--- src/rtl/mult_div_pkg.sv ---
// rtl/mult_div_pkg.sv - shared state type and sizing constants for mult_div_unit
// The DIV state exists only when MULT_DIV_DIV_EN is defined.
package mult_div_pkg;

  function automatic int iter_count(input int width);
    return width;
  endfunction

  localparam int MD_WIDTH = 32;
  localparam int MD_ITERS = iter_count(MD_WIDTH);

`ifdef MULT_DIV_DIV_EN
  typedef enum logic [1:0] {S_IDLE, S_MULT, S_DIV, S_DONE} md_state_e;
`else
  typedef enum logic [1:0] {S_IDLE, S_MULT, S_DONE} md_state_e;
`endif

endpackage

--- src/rtl/mult_div_if.sv ---
// rtl/mult_div_if.sv - operand, start and result bundle of mult_div_unit
// master drives operands/starts, slave (the unit) drives hi/lo and status.
interface mult_div_if #(
  parameter int WIDTH = mult_div_pkg::MD_WIDTH
);
  logic [WIDTH-1:0] entryA;
  logic [WIDTH-1:0] entryB;
  logic             multStart;
  logic             divStart;
  logic [WIDTH-1:0] hi;
  logic [WIDTH-1:0] lo;
  logic             busy;
  logic             done;
  logic             divZero;

  modport master (
    output entryA, entryB, multStart, divStart,
    input  hi, lo, busy, done, divZero
  );

  modport slave (
    input  entryA, entryB, multStart, divStart,
    output hi, lo, busy, done, divZero
  );
endinterface

--- src/rtl/div_core.sv ---
// rtl/div_core.sv - signed restoring divider datapath, one quotient bit per step
// Works on magnitudes; quo/rem present the sign-corrected result of the step in flight.
module div_core
  import mult_div_pkg::*;
#(
  parameter int WIDTH = MD_WIDTH
) (
  input  logic             clk,
  input  logic             reset,
  input  logic             load,
  input  logic             step,
  input  logic [WIDTH-1:0] dividend,
  input  logic [WIDTH-1:0] divisor,
  output logic [WIDTH-1:0] quo,
  output logic [WIDTH-1:0] rem
);
  logic [WIDTH-1:0] rem_r, q_r, dvsr;
  logic [WIDTH-1:0] rem_nx, q_nx, diff;
  logic [WIDTH:0]   shifted;
  logic             neg_q, neg_r, ge;

  // Partial remainder never exceeds dvsr-1, so the trial difference fits WIDTH bits when taken.
  assign shifted = {rem_r, q_r[WIDTH-1]};
  assign ge      = shifted >= {1'b0, dvsr};
  assign diff    = shifted[WIDTH-1:0] - dvsr;
  assign rem_nx  = ge ? diff : shifted[WIDTH-1:0];
  assign q_nx    = {q_r[WIDTH-2:0], ge};
  assign quo     = neg_q ? -q_nx : q_nx;
  assign rem     = neg_r ? -rem_nx : rem_nx;

  always_ff @(posedge clk or posedge reset) begin
    if (reset) begin
      rem_r <= '0;
      q_r   <= '0;
      dvsr  <= '0;
      neg_q <= 1'b0;
      neg_r <= 1'b0;
    end else if (load) begin
      rem_r <= '0;
      q_r   <= dividend[WIDTH-1] ? -dividend : dividend;
      dvsr  <= divisor[WIDTH-1] ? -divisor : divisor;
      neg_q <= dividend[WIDTH-1] ^ divisor[WIDTH-1];
      neg_r <= dividend[WIDTH-1];
    end else if (step) begin
      rem_r <= rem_nx;
      q_r   <= q_nx;
    end
  end
endmodule

--- src/rtl/mult_div_unit.sv ---
// rtl/mult_div_unit.sv - signed radix-2 Booth multiplier plus optional divider (MULT_DIV_DIV_EN)
// hi/lo change only on the edge entering DONE; WIDTH steps per operation.
module mult_div_unit
  import mult_div_pkg::*;
#(
  parameter int WIDTH = MD_WIDTH
) (
  input  logic      clk,
  input  logic      reset,
  mult_div_if.slave bus
);
  localparam int ITERS = iter_count(WIDTH);
  localparam int CW    = $clog2(ITERS + 1);

  md_state_e        state, state_nx;
  logic [CW-1:0]    cnt;
  logic             last_step, start_op, commit;
  logic             load_mult, commit_mult;
  logic [WIDTH-1:0] hi_r, lo_r, res_hi, res_lo;

  logic [WIDTH:0]   acc_hi, booth_sum, booth_hi_nx;
  logic [WIDTH-1:0] acc_lo, mcand, booth_lo_nx;
  logic             q_m1;

  // acc_hi carries one guard bit so subtracting the most negative multiplicand cannot overflow.
  always_comb begin
    case ({acc_lo[0], q_m1})
      2'b01:   booth_sum = acc_hi + {mcand[WIDTH-1], mcand};
      2'b10:   booth_sum = acc_hi - {mcand[WIDTH-1], mcand};
      default: booth_sum = acc_hi;
    endcase
  end

  assign booth_hi_nx = {booth_sum[WIDTH], booth_sum[WIDTH:1]};
  assign booth_lo_nx = {booth_sum[0], acc_lo[WIDTH-1:1]};
  assign last_step   = (cnt == CW'(1));

`ifdef MULT_DIV_DIV_EN
  logic             load_div, commit_div, div_zero_nx, dz_r;
  logic [WIDTH-1:0] div_quo, div_rem;

  div_core #(.WIDTH(WIDTH)) u_div_core (
    .clk      (clk),
    .reset    (reset),
    .load     (load_div),
    .step     (state == S_DIV),
    .dividend (bus.entryA),
    .divisor  (bus.entryB),
    .quo      (div_quo),
    .rem      (div_rem)
  );

  assign commit      = commit_mult | commit_div;
  assign start_op    = load_mult | load_div;
  assign res_hi      = commit_div ? div_rem : booth_hi_nx[WIDTH-1:0];
  assign res_lo      = commit_div ? div_quo : booth_lo_nx;
  assign bus.busy    = (state == S_MULT) || (state == S_DIV);
  assign bus.divZero = dz_r;

  always_ff @(posedge clk or posedge reset) begin
    if (reset) dz_r <= 1'b0;
    else       dz_r <= div_zero_nx;
  end
`else
  assign commit      = commit_mult;
  assign start_op    = load_mult;
  assign res_hi      = booth_hi_nx[WIDTH-1:0];
  assign res_lo      = booth_lo_nx;
  assign bus.busy    = (state == S_MULT);
  assign bus.divZero = 1'b0;
`endif

  always_comb begin
    state_nx    = state;
    load_mult   = 1'b0;
    commit_mult = 1'b0;
`ifdef MULT_DIV_DIV_EN
    load_div    = 1'b0;
    commit_div  = 1'b0;
    div_zero_nx = 1'b0;
`endif
    case (state)
      S_IDLE: begin
        if (bus.multStart) begin
          state_nx  = S_MULT;
          load_mult = 1'b1;
        end
`ifdef MULT_DIV_DIV_EN
        else if (bus.divStart) begin
          if (bus.entryB == '0) begin
            state_nx    = S_DONE;
            div_zero_nx = 1'b1;
          end else begin
            state_nx = S_DIV;
            load_div = 1'b1;
          end
        end
`endif
      end
      S_MULT: if (last_step) begin
        state_nx    = S_DONE;
        commit_mult = 1'b1;
      end
`ifdef MULT_DIV_DIV_EN
      S_DIV: if (last_step) begin
        state_nx   = S_DONE;
        commit_div = 1'b1;
      end
`endif
      S_DONE:  state_nx = S_IDLE;
      default: state_nx = S_IDLE;
    endcase
  end

  always_ff @(posedge clk or posedge reset) begin
    if (reset) begin
      state  <= S_IDLE;
      cnt    <= '0;
      acc_hi <= '0;
      acc_lo <= '0;
      mcand  <= '0;
      q_m1   <= 1'b0;
      hi_r   <= '0;
      lo_r   <= '0;
    end else begin
      state <= state_nx;
      if (start_op)      cnt <= CW'(ITERS);
      else if (bus.busy) cnt <= cnt - CW'(1);
      if (load_mult) begin
        acc_hi <= '0;
        acc_lo <= bus.entryB;
        mcand  <= bus.entryA;
        q_m1   <= 1'b0;
      end else if (state == S_MULT) begin
        acc_hi <= booth_hi_nx;
        acc_lo <= booth_lo_nx;
        q_m1   <= acc_lo[0];
      end
      if (commit) begin
        hi_r <= res_hi;
        lo_r <= res_lo;
      end
    end
  end

  assign bus.hi   = hi_r;
  assign bus.lo   = lo_r;
  assign bus.done = (state == S_DONE);
endmodule

--- src/flat_wrapper.sv ---
// flat-port wrapper written by rule: the top's interface ports become plain ports
module mult_div_unit_flat import mult_div_pkg::*;
#(
  parameter int WIDTH = MD_WIDTH
)
  (clk, reset, bus_entryA, bus_entryB, bus_multStart, bus_divStart, bus_hi, bus_lo, bus_busy, bus_done, bus_divZero);
  mult_div_if #(.WIDTH(WIDTH)) bus_i ();
  input  logic clk;
  input  logic reset;
  input wire logic [$bits(bus_i.entryA)-1:0] bus_entryA;
  input wire logic [$bits(bus_i.entryB)-1:0] bus_entryB;
  input wire logic [$bits(bus_i.multStart)-1:0] bus_multStart;
  input wire logic [$bits(bus_i.divStart)-1:0] bus_divStart;
  output wire logic [$bits(bus_i.hi)-1:0] bus_hi;
  output wire logic [$bits(bus_i.lo)-1:0] bus_lo;
  output wire logic [$bits(bus_i.busy)-1:0] bus_busy;
  output wire logic [$bits(bus_i.done)-1:0] bus_done;
  output wire logic [$bits(bus_i.divZero)-1:0] bus_divZero;
  assign bus_i.entryA = bus_entryA;
  assign bus_i.entryB = bus_entryB;
  assign bus_i.multStart = bus_multStart;
  assign bus_i.divStart = bus_divStart;
  assign bus_hi = bus_i.hi;
  assign bus_lo = bus_i.lo;
  assign bus_busy = bus_i.busy;
  assign bus_done = bus_i.done;
  assign bus_divZero = bus_i.divZero;
  mult_div_unit #(.WIDTH(WIDTH)) u_core (.clk(clk), .reset(reset), .bus(bus_i));
endmodule
--- config.mk ---
export PLATFORM = sky130hd
export DESIGN_NAME = mult_div_unit_flat
export DESIGN_NICKNAME = d
export VERILOG_FILES = /design/src/rtl/mult_div_pkg.sv /design/src/rtl/mult_div_if.sv /design/src/rtl/div_core.sv /design/src/rtl/mult_div_unit.sv /design/src/flat_wrapper.sv
export SDC_FILE = /design/constraint.sdc
export NUM_CORES = 1
export LEC_CHECK = 0
export CAP_MARGIN = 30
export CORE_MARGIN = 2
export CORE_UTILIZATION = 40
export CTS_CLUSTER_SIZE = 14
export DETAILED_ROUTE_END_ITERATION = 7
export PLACE_DENSITY = 0.67
export SLEW_MARGIN = 20
export SYNTH_ARGS = -nofsm -noshare
export SYNTH_HDL_FRONTEND = slang
export SYNTH_HIERARCHICAL = 1
export SYNTH_SLANG_ARGS = --single-unit
--- constraint.sdc ---
create_clock -name clk -period 13.65 [get_ports clk]
set_clock_uncertainty 0.2 [all_clocks]
set_input_delay 2.73 -clock clk [delete_from_list [all_inputs] [get_ports clk]]
set_output_delay 2.73 -clock clk [all_outputs]
set_load 0.01 [all_outputs]
==> run_1/clk_routes.png <==
(2 px per um)
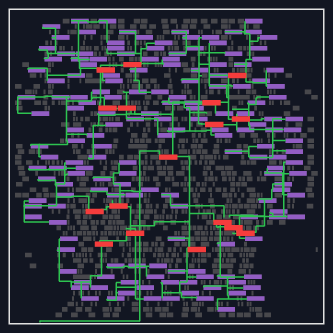
clock wires -> green  # length 2270 um
flip-flops -> purple  # count 169
clock drivers -> red  # count 17
routed clock nets = 18

==> run_1/clocks.png <==
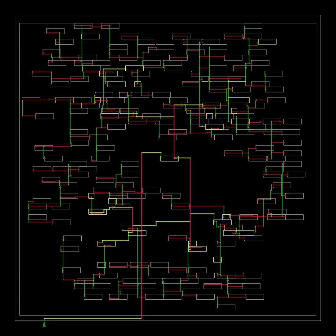
Clock Sink Count: 169
number of clock buffers in the layout: 17

==> run_1/sizes.png <==
(3 px per um)
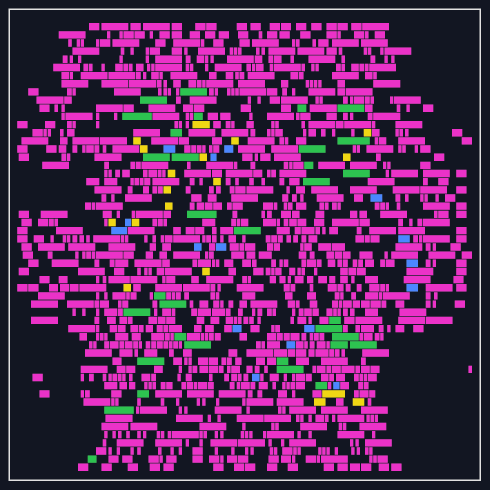
_2 cells -> blue  # cells 16
_0 and _1 cells -> magenta  # cells 1134
_3 and _4 cells -> yellow  # cells 18
_6 and larger -> green  # cells 33
worst setup margin: 8.24 ns
synthesis-to-finish area growth: 24.0%
Non-clock buffers: 146

run 1: cell usage after synthesis (7+ instances only):
master and instances:
sky130_fd_sc_hd__xnor2_1 45, sky130_fd_sc_hd__ha_1 36, sky130_fd_sc_hd__nand2b_1 7, sky130_fd_sc_hd__nor2_1 56, sky130_fd_sc_hd__o21ai_0 97, sky130_fd_sc_hd__a21o_1 19, sky130_fd_sc_hd__nand4_1 7, sky130_fd_sc_hd__a21oi_1 57
sky130_fd_sc_hd__a22o_1 11, sky130_fd_sc_hd__nand2_1 303, sky130_fd_sc_hd__nand3_1 16, sky130_fd_sc_hd__xor2_1 11, sky130_fd_sc_hd__a22oi_1 32, sky130_fd_sc_hd__clkbuf_1 50, sky130_fd_sc_hd__inv_1 21, sky130_fd_sc_hd__dfrtp_1 169
sky130_fd_sc_hd__mux2i_1 18, sky130_fd_sc_hd__a31oi_1 7, sky130_fd_sc_hd__nor3_1 18
run 1: per-stage QoR:
step	total power, W	cells	util [%]
after floorplan	0.00248	1083	-
after global placement	0.00305	1451	47.8
after detailed placement	0.00311	1451	47.8
after CTS	0.00362	1483	50.5
after global routing	0.00394	1486	50.8
final	0.00361	1486	50.8
run 1: cells by family (layout without fill, tap and decap cells):
group           Yosys count  in the layout
simple gates            447            447
buf+inv                  82            200
mux                      23             23
other cells               1              1
flops                   169            169
fa+ha+maj                37             37
compound gates          268            268
xor+xnor                 56             56
run 1: final cells by class:
class | instances | share of cell area, %
repair buffers | 146 | 12.9
flip-flops and latches | 169 | 36.6
multi-input cells | 832 | 41.4
inverters | 22 | 0.759
clock buffers | 17 | 3.69
well taps | 285 | 3.09
clock inverters | 15 | 1.51
run 1: path summary, 6_finish.rpt:
path                            slack (ns)  depth (start not counted)                            end
worst min-delay path                  0.27                          2  u_core/bus.lo[22]$_DFFE_PP0P_
worst max register to register        8.28                         16  u_core/bus.hi[31]$_DFFE_PP0P_
min in group asynchronous             2.49                          2    u_core/mcand[7]$_DFFE_PP0P_
worst min register to register        0.27                          2  u_core/bus.lo[22]$_DFFE_PP0P_
max in group asynchronous             9.54                          5  u_core/bus.lo[26]$_DFFE_PP0P_
worst max-delay path                  8.24                          6                       bus_busy
run 1: registers in the layout, indices dropped and copies added (netlist names):
signal / flops
u_core/bus.hi: 32
u_core/cnt: 6
u_core/acc_lo: 32
u_core/acc_hi: 32
u_core/mcand: 32
u_core/bus.lo: 32
u_core/q_m1: 1
u_core/state: 2
run 1: where the power goes:
part,internal [W],switching [W],leakage (nW)
registers,0.000742,0.000193,2.14
logic,0.000944,0.00123,2.80
clock network,0.000263,0.000233,0.287
total,0.00195,0.00166,5.23
run 1: critical path, delay by kind of cell, from the launching register on:
| family | cells | cell delay, ns |
|---|---|---|
| flops | 1 | 0.52 |
| buf+inv | 5 | 1.41 |
| simple gates | 1 | 0.11 |
run 1: layer usage:
layer | GRT usage, % | routed length, um | up-vias
li1 | - | - | 3937
met4 | 5.72 | 415 | 0
met5 | 0 | 0 | -
met2 | 33.9 | 11600 | 177
met1 | 27.0 | 10900 | 3897
met3 | 3.18 | 981 | 28
==> out/qor.json, run 1 <==
{
  "synth_top_flop_cell": {"value": "sky130_fd_sc_hd__dfrtp_1"},
  "worst_hold_startpoint": {"value": "u_core/bus.lo[22]$_DFFE_PP0P_"},
  "crit_path_frequent_cell": {"value": "sky130_fd_sc_hd__inv_1"},
  "place.port_buffers": {"value": 132},
  "chipWidth": {"value": 157, "unit": "um"},
  "detailed_place_hpwl": {"value": 16700, "unit": "um"},
  "p_per_area": {"value": 313, "unit": "nW/um2"},
  "max_slew.worst_pin.slew": {"value": 0.768, "unit": "ns"},
  "via_count_of_the_first_global_routing_pass": {"value": 7808},
  "route.antenna.remaining_nets": {"value": 0},
  "grt_antenna_before_repair": {"value": 0},
  "yosysCellCount": {"value": 1083},
  "cp_cell_sequence": {"value": "buf_16 > inv_1 > nand2_1 > inv_1 > buf_4 > clkdlybuf4s50_1"},
  "unrepaired_setup_endpoints_after_global_routing": {"value": "no"},
  "synth_flop_count": {"value": 169},
  "enable_flop_cells": {"value": 0},
  "gp_congestion": {"value": 0.869},
  "detail_route.first_pass.iterations": {"value": 5},
  "worst_path_largest_cell_delay": {"value": 0.60, "unit": "ns"},
  "mappedNetlistNets": {"value": 1188},
  "multi_input_comb_area": {"value": 4780, "unit": "um2"},
  "synth.area.top_cells": {"value": "sky130_fd_sc_hd__dfrtp_1, sky130_fd_sc_hd__nand2_1, sky130_fd_sc_hd__o21ai_0"},
  "final_layout_top_logic_cell": {"value": "sky130_fd_sc_hd__nand2_1"},
  "synth-simple-area-share": {"value": 20.5, "unit": "%"},
  "synth_top_cell_by_area": {"value": "sky130_fd_sc_hd__dfrtp_1"},
  "yosys.area.top_type_share": {"value": 45.5, "unit": "%"},
  "timing.critical_path.arrival": {"value": 2.48, "unit": "ns"},
  "cp_required": {"value": 10.72, "unit": "ns"},
  "grt_util_all_layers": {"value": 20.2, "unit": "%"},
  "outcome": {"value": "finished, final reports clean"},
  "pin_count_of_the_biggest_net_entering_global_routing": {"value": 102},
  "drc": {"value": 0},
  "post_synth.cell_area_avg": {"value": 8.59, "unit": "um2"},
  "first_pass_grt_wire_length": {"value": 39500, "unit": "um"}
}
==> run_1/layer_met3.png <==
(3 px per um)
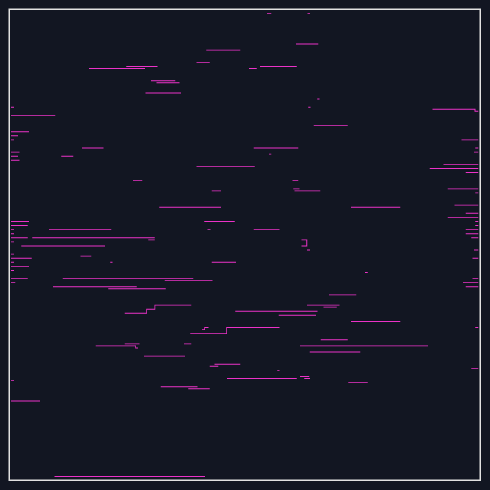

==> inputs of run 2 (changes only) <==
PLACE_DENSITY = 0.69   (was 0.67)
clock period = 4.6 ns   (was 13.65 ns; I/O delays follow)
==> run_2/layer_met3.png <==
(3 px per um)
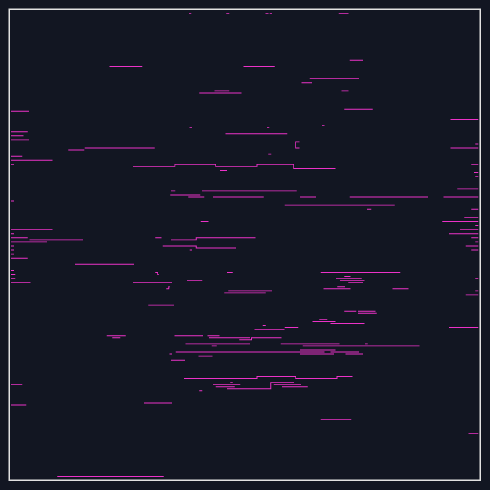
wire length on this layer = 1200 um
longest straight run = 49.2 um

==> run_2/sizes.png <==
(3 px per um)
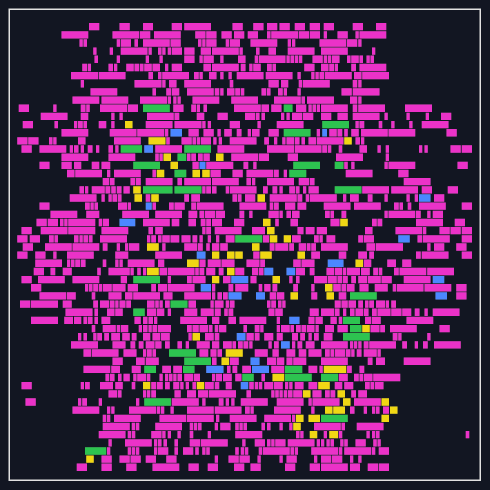
_3 and _4 cells -> yellow  # cells 57
_6 and larger -> green  # cells 34
_2 cells -> blue  # cells 25
_0 and _1 cells -> magenta  # cells 1118
Design Area, Final: 11900 um2
Non-clock buffers: 179
worst setup margin: 0.0308 ns

==> run 2 against run 1 <==
Flip-flop count is the same. Critical path type is now reg -> reg. Total power grew to 3.1 times the previous value. Non-clock buffer count grew 33. Clock-buffer cell count unchanged. Sequential share of layout area shrank 1.0 points. Sequential power rose to 3.0 times the previous value. Final area up 2.8%. Cell count up 2.2%. Hold slack gained 0.0029 ns. Combinational power increased to 3.2 times the previous value. Largest power group unchanged. Register-to-register slack lost 8.2 ns.
==> out/qor.json, run 2 <==
{
  "crit_path_frequent_cell": {"value": "sky130_fd_sc_hd__or4_4"},
  "net-switching-power": {"value": 0.00514, "unit": "W"},
  "first_pass_grt_wire_length": {"value": 41200, "unit": "um"},
  "clock_tree_from_tritoncts": {"value": "yes"},
  "die_y": {"value": 157, "unit": "um"},
  "power.clock.fraction": {"value": 12.9, "unit": "%"},
  "power.combinational.fraction": {"value": 62.5, "unit": "%"},
  "via_count_of_the_first_global_routing_pass": {"value": 8063},
  "worst_path_largest_cell_delay": {"value": 0.53, "unit": "ns"},
  "grt_antenna_before_repair": {"value": 0},
  "stdcell_count": {"value": 1519},
  "synth_top_flop_cell": {"value": "sky130_fd_sc_hd__dfrtp_1"},
  "post_synth.cell_area_avg": {"value": 8.59, "unit": "um2"},
  "synth_flop_count": {"value": 169},
  "cp_cell_sequence": {"value": "or4_4 > or4_4 > or2_4 > or4_4 > nor2_4 > buf_6 > a21oi_4 > xnor2_2 > ha_1 > a21o_1 > a21oi_2 > nand2_1 > a211o_1 > and3_4 > or4_4 > o211ai_1"},
  "drc": {"value": 0},
  "reg2reg_slack": {"value": 0.03, "unit": "ns"},
  "mappedNetlistNets": {"value": 1188},
  "drive_gt1_share": {"value": 9.40, "unit": "%"},
  "timing.critical_path.arrival": {"value": 4.72, "unit": "ns"},
  "route.antenna.remaining_nets": {"value": 0},
  "place.port_buffers": {"value": 132},
  "detailed_place_hpwl": {"value": 17300, "unit": "um"},
  "core_util_floorplan": {"value": 41.0, "unit": "%"},
  "detail_route.first_pass.iterations": {"value": 7},
  "place.detailed.instances": {"value": 1484},
  "total_power": {"value": 0.0112, "unit": "W"},
  "yosys.cell_count.top_type": {"value": "sky130_fd_sc_hd__nand2_1"},
  "post_synth_most_frequent_cells": {"value": "sky130_fd_sc_hd__nand2_1, sky130_fd_sc_hd__dfrtp_1, sky130_fd_sc_hd__o21ai_0, sky130_fd_sc_hd__a21oi_1, sky130_fd_sc_hd__nor2_1"},
  "unrepaired_setup_endpoints_after_global_routing": {"value": "yes"},
  "gp_congestion": {"value": 0.884},
  "yosys-stat-area": {"value": 9300, "unit": "um2"},
  "max_slew.worst_pin.slew": {"value": 1.00, "unit": "ns"},
  "final_layout_top_logic_cell": {"value": "sky130_fd_sc_hd__nand2_1"},
  "yosys.area.top_type_share": {"value": 45.5, "unit": "%"},
  "internal": {"value": 0.00610, "unit": "W"},
  "clock_sinks": {"value": 169},
  "drt_iter0_drc": {"value": 712},
  "grt_util_all_layers": {"value": 21.1, "unit": "%"},
  "outcome": {"value": "finished, final reports clean"},
  "cp_required": {"value": 4.75, "unit": "ns"},
  "synth.area.top_cells": {"value": "sky130_fd_sc_hd__dfrtp_1, sky130_fd_sc_hd__nand2_1, sky130_fd_sc_hd__o21ai_0"},
  "yosysCellCount": {"value": 1083},
  "p_per_area": {"value": 947, "unit": "nW/um2"},
  "share_seq_of_total_power": {"value": 24.5, "unit": "%"},
  "p_sw_share": {"value": 45.7, "unit": "%"}
}
==> run 2: cell types whose count changed in the layout (fill, tap and decap cells not counted), sizes merged <==
cell,before,now
buf,14,47
bufinv,1,0
clkinv,2,7
inv,31,28
clkinvlp,3,2
==> run 2: cell families (layout without fill, tap and decap cells) <==
| kind of cell | Yosys count | count (layout) | synth area share, % |
|---|---|---|---|
| mux | 23 | 23 | 2.54 |
| fa+ha+maj | 37 | 37 | 5.06 |
| compound gates | 268 | 268 | 17.8 |
| xor+xnor | 56 | 56 | 5.27 |
| simple gates | 447 | 447 | 20.5 |
| other cells | 1 | 1 | 0.0403 |
| buf+inv | 82 | 233 | 3.39 |
| flops | 169 | 169 | 45.5 |
==> run 2: power by group through the flow <==
stage	registers, W	logic (W)	clock network, W
floorplan	0.00276	0.00462	0
global placement	0.00276	0.00666	0
detailed placement	0.00277	0.00680	0
CTS	0.00276	0.00691	0.00149
global route	0.00285	0.00781	0.00156
finish	0.00276	0.00703	0.00145
==> run 2: what timing repair did <==
action,in CTS,in global routing
gates resized,8,14
pin swaps,12,9
endpoints found under the setup margin,4,12
setup buffers,2,1
==> run 2: worst paths after layout <==
| check | from | cells past startpoint | to |
|---|---|---|---|
| worst min register to register | u_core/bus.lo[28]$_DFFE_PP0P_ | 2 | u_core/bus.lo[28]$_DFFE_PP0P_ |
| min in group asynchronous | reset | 3 | u_core/mcand[4]$_DFFE_PP0P_ |
| worst max-delay path | u_core/mcand[14]$_DFFE_PP0P_ | 16 | u_core/acc_hi[31]$_DFFE_PP0P_ |
| max in group asynchronous | reset | 3 | u_core/mcand[19]$_DFFE_PP0P_ |
| worst min-delay path | u_core/bus.lo[28]$_DFFE_PP0P_ | 2 | u_core/bus.lo[28]$_DFFE_PP0P_ |
| worst max register to register | u_core/mcand[14]$_DFFE_PP0P_ | 16 | u_core/acc_hi[31]$_DFFE_PP0P_ |
==> run 2: area by class of cell <==
class | count | area, um2
fillers | 2107 | 10800
multi-input cells | 832 | 4870
flip-flops and latches | 169 | 4230
repair buffers | 179 | 1720
clock buffers | 17 | 425
well taps | 285 | 357
clock inverters | 15 | 176
inverters | 22 | 86.3
==> run 2: stage by stage <==
stage               utilization (%)  hold slack [ns]
finish                         52.3            0.276
CTS                            52.0            0.281
global placement               49.0            0.261
floorplan                         -            0.250
detailed placement             49.1            0.262
global route                   52.3            0.302
==> run 2: layer usage <==
layer	track usage, %	vias to the layer above	routed length, um
met1	29.1	3947	11300
met5	0	-	0
met4	7.38	0	552
met2	33.8	225	12000
met3	3.49	33	1200
li1	-	4019	-
==> run 2: critical path, delay by kind of cell, from the launching register on <==
family | cells | cell delay [ns]
AND/OR/NAND/NOR | 8 | 2.45
flip-flops | 1 | 0.38
buffers and inverters | 1 | 0.12
XOR/XNOR | 1 | 0.15
adder cells (fa/ha/maj) | 1 | 0.31
AND-OR/OR-AND | 5 | 0.88
Power figures rest on the tool's default switching activity, not on a simulated workload.
